==> src/rtl/mem_req_arbiter.sv <==
// Round-robin arbiter that shares one mem_ctrl command/data port between NUM_REQ requesters.
// One transaction in flight; mc_* fields are held from grant until the response is returned.
module mem_req_arbiter #(
    parameter int NUM_REQ     = 2,
    parameter int CMD_HOLD    = 2,
    parameter int WR_CYCLES   = 10,
    parameter int TIMEOUT_CYC = 64
) (
    input  logic                    clk,
    input  logic                    rst,
    input  logic [NUM_REQ-1:0]      req,
    input  logic [NUM_REQ-1:0]      req_rdnwr,
    input  logic [NUM_REQ*16-1:0]   req_addr,
    input  logic [NUM_REQ*32-1:0]   req_wdata,
    output logic [NUM_REQ-1:0]      req_gnt,
    output logic [NUM_REQ-1:0]      rsp_vld,
    output logic [31:0]             rsp_rdata,
    output logic                    rsp_err,
    output logic                    mc_cmd_n,
    output logic                    mc_rdnwr,
    output logic [15:0]             mc_addr,
    output logic [31:0]             mc_data_in,
    output logic                    mc_data_in_vld,
    input  logic [31:0]             mc_data_out,
    input  logic                    mc_data_out_vld
);

    localparam int IW = (NUM_REQ > 2) ? 2 : 1;
    localparam logic [7:0] HOLD_LIM = 8'(CMD_HOLD);
    localparam logic [7:0] WR_LIM   = 8'(WR_CYCLES);
    localparam logic [7:0] TO_LIM   = 8'(TIMEOUT_CYC);

    typedef enum logic [2:0] {
        S_IDLE    = 3'd0,
        S_ISSUE   = 3'd1,
        S_WAIT_WR = 3'd2,
        S_WAIT_RD = 3'd3,
        S_RD_CAPT = 3'd4
    } state_t;

    state_t              state_q, state_d;
    logic [IW-1:0]       rr_ptr_q, rr_ptr_d;
    logic [NUM_REQ-1:0]  owner_q, owner_d;
    logic [NUM_REQ-1:0]  gnt_q, gnt_d;
    logic [NUM_REQ-1:0]  rsp_vld_q, rsp_vld_d;
    logic [31:0]         rsp_rdata_q, rsp_rdata_d;
    logic                rsp_err_q, rsp_err_d;
    logic                cmd_n_q, cmd_n_d;
    logic                rdnwr_q, rdnwr_d;
    logic [15:0]         addr_q, addr_d;
    logic [31:0]         wdata_q, wdata_d;
    logic                din_vld_q, din_vld_d;
    logic [7:0]          cnt_q, cnt_d;
    logic [7:0]          wd_q, wd_d;

    logic [15:0]         addr_arr  [NUM_REQ];
    logic [31:0]         wdata_arr [NUM_REQ];

    logic                found;
    logic [IW-1:0]       win;
    logic [IW-1:0]       scan_idx;
    int                  scan_sum;
    logic [NUM_REQ-1:0]  win_oh;
    logic [IW-1:0]       rr_next;

    genvar gi;
    generate
        for (gi = 0; gi < NUM_REQ; gi++) begin : g_slice
            assign addr_arr[gi]  = req_addr[16*gi +: 16];
            assign wdata_arr[gi] = req_wdata[32*gi +: 32];
        end
    endgenerate

    function automatic logic [7:0] sat_inc(input logic [7:0] v);
        return (v == 8'hFF) ? v : v + 8'd1;
    endfunction

    // Scan upward from rr_ptr, wrapping modulo NUM_REQ; first active request wins.
    always_comb begin
        found    = 1'b0;
        win      = '0;
        scan_sum = 0;
        scan_idx = '0;
        for (int k = 0; k < NUM_REQ; k++) begin
            scan_sum = int'(rr_ptr_q) + k;
            if (scan_sum >= NUM_REQ) begin
                scan_sum = scan_sum - NUM_REQ;
            end
            scan_idx = IW'(scan_sum);
            if (!found && req[scan_idx]) begin
                found = 1'b1;
                win   = scan_idx;
            end
        end
    end

    always_comb begin
        win_oh      = '0;
        win_oh[win] = 1'b1;
        rr_next     = (int'(win) == NUM_REQ - 1) ? '0 : win + IW'(1);
    end

    always_comb begin
        state_d     = state_q;
        rr_ptr_d    = rr_ptr_q;
        owner_d     = owner_q;
        gnt_d       = '0;
        rsp_vld_d   = '0;
        rsp_rdata_d = rsp_rdata_q;
        rsp_err_d   = rsp_err_q;
        cmd_n_d     = cmd_n_q;
        rdnwr_d     = rdnwr_q;
        addr_d      = addr_q;
        wdata_d     = wdata_q;
        din_vld_d   = din_vld_q;
        cnt_d       = cnt_q;
        wd_d        = wd_q;

        case (state_q)
            S_IDLE: begin
                cmd_n_d = 1'b1;
                if (found) begin
                    state_d   = S_ISSUE;
                    gnt_d     = win_oh;
                    owner_d   = win_oh;
                    rr_ptr_d  = rr_next;
                    rdnwr_d   = req_rdnwr[win];
                    addr_d    = addr_arr[win];
                    wdata_d   = wdata_arr[win];
                    cmd_n_d   = 1'b0;
                    din_vld_d = ~req_rdnwr[win];
                    cnt_d     = 8'd1;
                    wd_d      = 8'd0;
                end
            end

            // cnt_q holds the 1-based cycle number since ISSUE entry.
            S_ISSUE: begin
                cnt_d = sat_inc(cnt_q);
                if (!rdnwr_q && cnt_q >= WR_LIM) begin
                    din_vld_d = 1'b0;
                end
                if (cnt_q >= HOLD_LIM) begin
                    cmd_n_d = 1'b1;
                    if (rdnwr_q) begin
                        state_d = S_WAIT_RD;
                        wd_d    = 8'd1;
                    end else if (cnt_q >= WR_LIM) begin
                        state_d     = S_IDLE;
                        rsp_vld_d   = owner_q;
                        rsp_err_d   = 1'b0;
                        rsp_rdata_d = '0;
                        din_vld_d   = 1'b0;
                    end else begin
                        state_d = S_WAIT_WR;
                    end
                end
            end

            S_WAIT_WR: begin
                cnt_d = sat_inc(cnt_q);
                if (cnt_q >= WR_LIM) begin
                    state_d     = S_IDLE;
                    rsp_vld_d   = owner_q;
                    rsp_err_d   = 1'b0;
                    rsp_rdata_d = '0;
                    din_vld_d   = 1'b0;
                end
            end

            // Data beats the watchdog when both land in the same cycle.
            S_WAIT_RD: begin
                if (mc_data_out_vld) begin
                    state_d = S_RD_CAPT;
                end else if (wd_q >= TO_LIM) begin
                    state_d     = S_IDLE;
                    rsp_vld_d   = owner_q;
                    rsp_err_d   = 1'b1;
                    rsp_rdata_d = '0;
                end else begin
                    wd_d = sat_inc(wd_q);
                end
            end

            S_RD_CAPT: begin
                state_d     = S_IDLE;
                rsp_vld_d   = owner_q;
                rsp_err_d   = 1'b0;
                rsp_rdata_d = mc_data_out;
            end

            default: begin
                state_d = S_IDLE;
                cmd_n_d = 1'b1;
            end
        endcase
    end

    always_ff @(posedge clk or posedge rst) begin
        if (rst) begin
            state_q     <= S_IDLE;
            rr_ptr_q    <= '0;
            owner_q     <= '0;
            gnt_q       <= '0;
            rsp_vld_q   <= '0;
            rsp_rdata_q <= '0;
            rsp_err_q   <= 1'b0;
            cmd_n_q     <= 1'b1;
            rdnwr_q     <= 1'b0;
            addr_q      <= '0;
            wdata_q     <= '0;
            din_vld_q   <= 1'b0;
            cnt_q       <= '0;
            wd_q        <= '0;
        end else begin
            state_q     <= state_d;
            rr_ptr_q    <= rr_ptr_d;
            owner_q     <= owner_d;
            gnt_q       <= gnt_d;
            rsp_vld_q   <= rsp_vld_d;
            rsp_rdata_q <= rsp_rdata_d;
            rsp_err_q   <= rsp_err_d;
            cmd_n_q     <= cmd_n_d;
            rdnwr_q     <= rdnwr_d;
            addr_q      <= addr_d;
            wdata_q     <= wdata_d;
            din_vld_q   <= din_vld_d;
            cnt_q       <= cnt_d;
            wd_q        <= wd_d;
        end
    end

    assign req_gnt        = gnt_q;
    assign rsp_vld        = rsp_vld_q;
    assign rsp_rdata      = rsp_rdata_q;
    assign rsp_err        = rsp_err_q;
    assign mc_cmd_n       = cmd_n_q;
    assign mc_rdnwr       = rdnwr_q;
    assign mc_addr        = addr_q;
    assign mc_data_in     = wdata_q;
    assign mc_data_in_vld = din_vld_q;

endmodule

==> config.mk <==
export PLATFORM = sky130hd
export DESIGN_NAME = mem_req_arbiter
export DESIGN_NICKNAME = d
export VERILOG_FILES = /design/src/rtl/mem_req_arbiter.sv
export SDC_FILE = /design/constraint.sdc
export NUM_CORES = 1
export LEC_CHECK = 0
export CAP_MARGIN = 20
export CORE_AREA = 2 2 106 108
export CTS_BUF_LIST = sky130_fd_sc_hd__clkbuf_2
export CTS_CLUSTER_DIAMETER = 120
export CTS_CLUSTER_SIZE = 12
export DETAILED_ROUTE_END_ITERATION = 16
export DIE_AREA = 0 0 108 110
export PLACE_DENSITY = 0.95
export SLEW_MARGIN = 5
export SYNTH_ARGS = -nofsm -noshare
export SYNTH_HDL_FRONTEND = slang
export SYNTH_SLANG_ARGS = --single-unit
==> constraint.sdc <==
create_clock -name clk -period 9.4 [get_ports clk]
set_input_delay 1.88 -clock clk [delete_from_list [all_inputs] [get_ports clk]]
set_output_delay 1.88 -clock clk [all_outputs]
set_load 0.02 [all_outputs]
==> results.rst, run 1 <==
Flow metrics
------------

.. list-table::
   :header-rows: 1

   * - Metric
     - Value
   * - Row count
     - 38
   * - Maximum fanout encountered on the critical timing path
     - 89
   * - Sequential fraction of the synthesis area
     - 0.566
   * - Number of cells on the worst reg-to-reg path
     - 4
   * - CP startpoint kind
     - primary input
   * - Routability congestion estimate from global placement
     - 0.861
   * - Remaining global-route overflow
     - 0
   * - Core box area
     - 10700 µm²
   * - Met3 Use GR
     - 0.0570
   * - Outcome
     - complete, no violations
   * - WL final
     - 13.4 mm
   * - Pre-CTS setup slack
     - 4.79 ns
   * - Highest ir drop seen on vdd
     - 0.145 mV
   * - TritonCTS buffer count
     - 9
   * - Psw
     - 879 µW
   * - Number of warnings issued by yosys
     - 0
   * - Synthesized-area fraction occupied by xor and xnor cells
     - 0.00727
   * - Share of cell area taken by muxes after synthesis
     - 0.0833
   * - Post-synthesis cell count from yosys
     - 433
   * - Die Size
     - 11900 µm²
   * - Cell taking the most area after synthesis
     - dfrtp_1
   * - Combinational share of power
     - 0.536
   * - Growth of design area from synthesis to finish
     - 50.6%
   * - Max-cap check violation count
     - 0
   * - Total clock sinks
     - 109
   * - Remaining number of nets flagged by the antenna check after routing
     - 0
   * - Depth of the worst hold-timing path
     - 1
   * - Library cells used by synthesis
     - 47
   * - Yosys top cell by instances
     - dfrtp_1
   * - Summed instance area of the synthesized netlist
     - 4820 µm²
   * - FA/HA/MAJ Cells, Area Fraction
     - 0.00778
   * - Post-route DRC violation count
     - 0
   * - Leading cell types in the layout, fill and taps excluded
     - clkdlybuf4s50_1, dfrtp_1, nand2_1
   * - Number of synthesized register bits
     - 109
   * - Int Pwr
     - 1.25 mW
   * - Top cells by area
     - dfrtp_1, mux2i_1, a22o_1
   * - Arrival time of data at the critical path endpoint
     - 4.55 ns
   * - Nets
     - 781
   * - List of cells traversed by the critical path
     - clkdlybuf4s50_1, nor2_1, or4_2, buf_4, nor2_1, a221o_1
   * - Routed via count divided by cell count
     - 5.30
   * - Most frequent logic cell in the layout
     - clkdlybuf4s50_1
   * - Share of synthesized cell area in and-or and or-and compound cells
     - 0.177
   * - Design area
     - 7260 µm²
   * - Clock tree from TritonCTS
     - yes
   * - Clock group share of total power
     - 0.088
   * - GRT Resource Usage Total
     - 0.225
-- run 1: layer usage --
metal / wire length [µm] / vias to the layer above
li1: - / 1983
met1: 5190 / 1997
met2: 6900 / 179
met3: 1090 / 16
met4: 235 / 0
met5: 0 / -
-- run 1: power groups by stage --
stage | Sequential [mW] | Combinational [mW] | Clock (mW)
after floorplan | 0.990 | 0.435 | 0
after global placement | 0.795 | 1.10 | 0
after detailed placement | 0.807 | 1.15 | 0
after CTS | 0.800 | 1.15 | 0.195
after global routing | 0.827 | 1.23 | 0.213
final | 0.801 | 1.14 | 0.186
-- run 1: cell type report --
class	instances	area, µm²
clock buffers	9	45.0
multi-input cells	291	1960
repair buffers	228	2290
inverters	4	17.5
well taps	140	175
flip-flops and latches	109	2730
fillers	757	3430
clock inverters	7	48.8
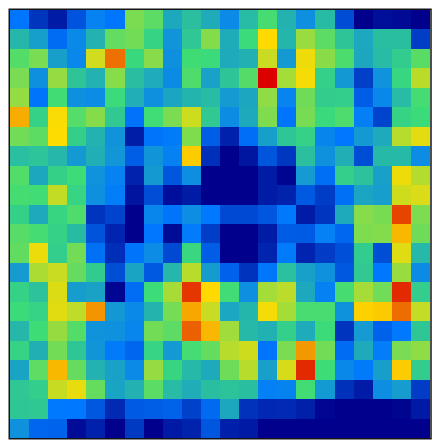
(run_1/metal_density.png)
22 x 22 tiles, from dark blue (low) to red (high), scaled to the fullest tile. Values are wire area over tile area, all layers added.
emptiest ninth of the die	centre
tiles over half the peak	29%
fullest tile	0.49
nearly empty tiles	6.8%
mean over tiles	0.18
mean routed wirelength per cell: 17.0 µm
overall via count from detail_route: 4175

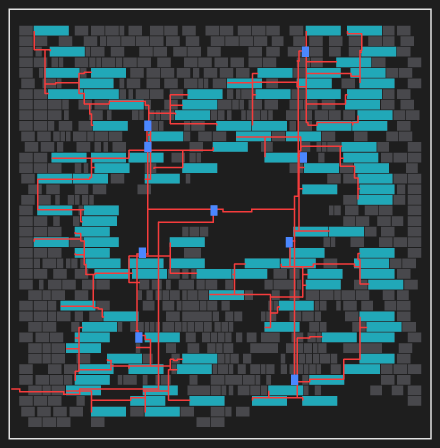
(run_1/clk_routes.png)
[flip-flops] cyan | count: 109
[clock wires] red | length: 1120 µm
[clock drivers] blue | count: 9
flops lie	widely spread
routed clock nets	10

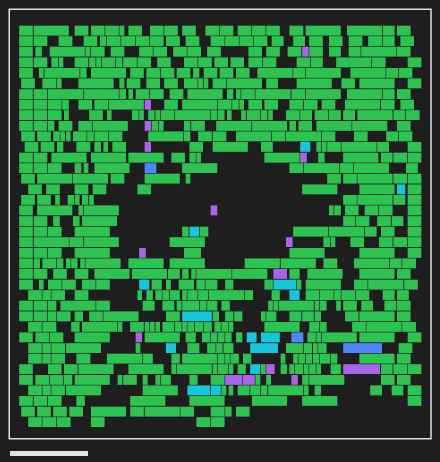
(run_1/sizes.png)
Bar = 20 µm.
size	colour	cells	share
_0 and _1 cells	green	616	95%
_3 and _4 cells	cyan	14	2.2%
_6 and larger	blue	3	0.46%
_2 cells	purple	15	2.3%

==> run_1/flops_by_reg.png <==
Bar = 20 µm. Other sequential cells in the stronger grey, the rest of the logic in the fainter grey.
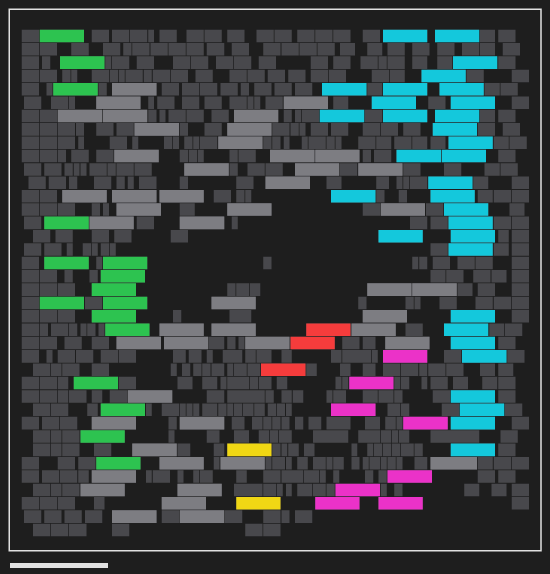

==> run 1 -> run 2 <==
- CORE_AREA: 2 2 106 108 -> 2 2 109 111
- DIE_AREA: 0 0 108 110 -> 0 0 111 113
- PLACE_DENSITY: 0.95 -> 0.93
- clock period: 9.4 -> 4 ns (I/O delays scaled with it)
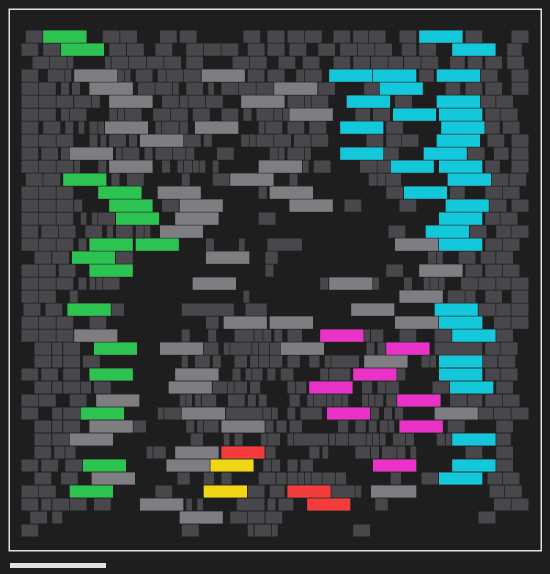
(run_2/flops_by_reg.png)
Bar = 20 µm. Other sequential cells in the stronger grey, the rest of the logic in the fainter grey.
signal	colour	flops
`mc_addr`	green	16
`rsp_vld`	yellow	2
`state_q`	red	3
`rsp_rdata`	cyan	32
`wd_q`	magenta	8
not coloured	48

==> run 2 against run 1 <==
Compared with the run above: first-iteration DRC count down 34%; register-to-register slack lost 5.0 ns; worst setup slack lost 3.9 ns; via count grew 0.79%; core utilization shrank 3.1 points; synthesized cell count did not move; sequential share of layout area down 0.20 points; critical path depth unchanged; area after synthesis unchanged; final area rose by 0.53%; clock-buffer cell count is the same; routed wire length is 1.9% higher.
==> results.rst, run 2 <==
Flow metrics
------------

.. list-table::
   :header-rows: 1

   * - Metric
     - Value
   * - Combinational gate area
     - 1960 µm² (unchanged)
   * - Synthesized-area fraction occupied by xor and xnor cells
     - 0.00727 (unchanged)
   * - GRT Resource Usage Total
     - 0.221 (-0.00441)
   * - Int Pwr
     - 2.99 mW (+140%)
   * - Routed via count divided by cell count
     - 5.31 (+0.28%)
   * - Depth of the worst hold-timing path
     - 1 (unchanged)
   * - Total of endpoints with negative setup slack in the final report
     - 0
   * - Mean routed wirelength per cell
     - 17.3 µm (+1.4%)
   * - Maximum fanout encountered on the critical timing path
     - 64 (-28%)
   * - Remaining number of nets flagged by the antenna check after routing
     - 0 (unchanged)
   * - Top cells by area
     - dfrtp_1, mux2i_1, a22o_1
   * - Number of synthesized register bits
     - 109 (unchanged)
   * - Overall via count from detail_route
     - 4208 (+0.79%)
   * - Leading cell types in the layout, fill and taps excluded
     - clkdlybuf4s50_1, dfrtp_1, nand2_1
   * - Outcome
     - complete, no violations
   * - Met3 Use GR
     - 0.0455 (-0.0115)
   * - Nets
     - 783 (+0.26%)
   * - Share of synthesized cell area in and-or and or-and compound cells
     - 0.177 (unchanged)
   * - Sum of met2 wire segment lengths after detailed routing
     - 6.94 mm (+0.58%)
   * - Summed instance area of the synthesized netlist
     - 4820 µm² (unchanged)
   * - Max-cap check violation count
     - 0 (unchanged)
   * - Growth of design area from synthesis to finish
     - 51.4%
   * - Core box area
     - 11300 µm² (+5.4%)
   * - Combinational share of power
     - 0.537 (about the same)
   * - Number of inserted filler cells in the final layout
     - 844 (+11%)
   * - Summed standard-cell area reported by yosys
     - 4820 µm²
   * - Post-route DRC violation count
     - 0 (unchanged)
   * - Pre-CTS setup slack
     - 0.807 ns (-3.98 ns)
   * - Clock group share of total power
     - 0.092 (+0.004)
   * - Initial antenna violation count
     - 1
   * - Design area
     - 7300 µm² (+0.53%)
   * - Most frequent logic cell in the layout
     - clkdlybuf4s50_1
   * - Post-synthesis cell count from yosys
     - 433 (unchanged)
   * - List of cells traversed by the critical path
     - clkdlybuf4s50_1, nor2_1, or4_2, buf_4, nand2_1, o21ai_0
   * - Total clock sinks
     - 109 (unchanged)
   * - WL final
     - 13.7 mm (+1.9%)
   * - Routed length on met1
     - 5.39 mm (+4.0%)
   * - FA/HA/MAJ Cells, Area Fraction
     - 0.00778 (unchanged)
   * - Share of cell area taken by muxes after synthesis
     - 0.0833 (unchanged)
   * - Clock tree from TritonCTS
     - yes
   * - Psw
     - 2.05 mW (+130%)
   * - Top Metal Used
     - met4
   * - Cell taking the most area after synthesis
     - dfrtp_1
   * - Routability congestion estimate from global placement
     - 0.828 (-3.8%)
   * - Remaining global-route overflow
     - 0 (unchanged)
   * - Yosys top cell by instances
     - dfrtp_1
   * - Area occupied by registers
     - 2730 µm² (unchanged)
   * - Number of cells on the worst reg-to-reg path
     - 4 (unchanged)
   * - TritonCTS buffer count
     - 9 (unchanged)
   * - Total length of routed met3 wires
     - 889 µm (-19%)
==> run 2: power groups by stage <==
| stage | clock (mW) | combinational [mW] | sequential, mW |
|---|---|---|---|
| 6_report | 0.463 | 2.71 | 1.87 |
| 5_1_grt | 0.532 | 2.91 | 1.94 |
| 4_1_cts | 0.485 | 2.74 | 1.88 |
| 3_5_place_dp | 0 | 2.73 | 1.90 |
| 3_3_place_gp | 0 | 2.62 | 1.88 |
| 2_1_floorplan | 0 | 1.02 | 2.33 |
==> run 2: cell type report <==
cell class / instances / share of cell area
Timing Repair Buffer: 230 / 0.317
Antenna cell: 1 / 0.000343
Tap cell: 143 / 0.0245
Inverter: 4 / 0.00240
Sequential cell: 109 / 0.374
Multi-Input combinational cell: 291 / 0.269
Clock buffer: 9 / 0.00617
Clock inverter: 5 / 0.00737
Power is estimated from default activity; no workload was simulated.
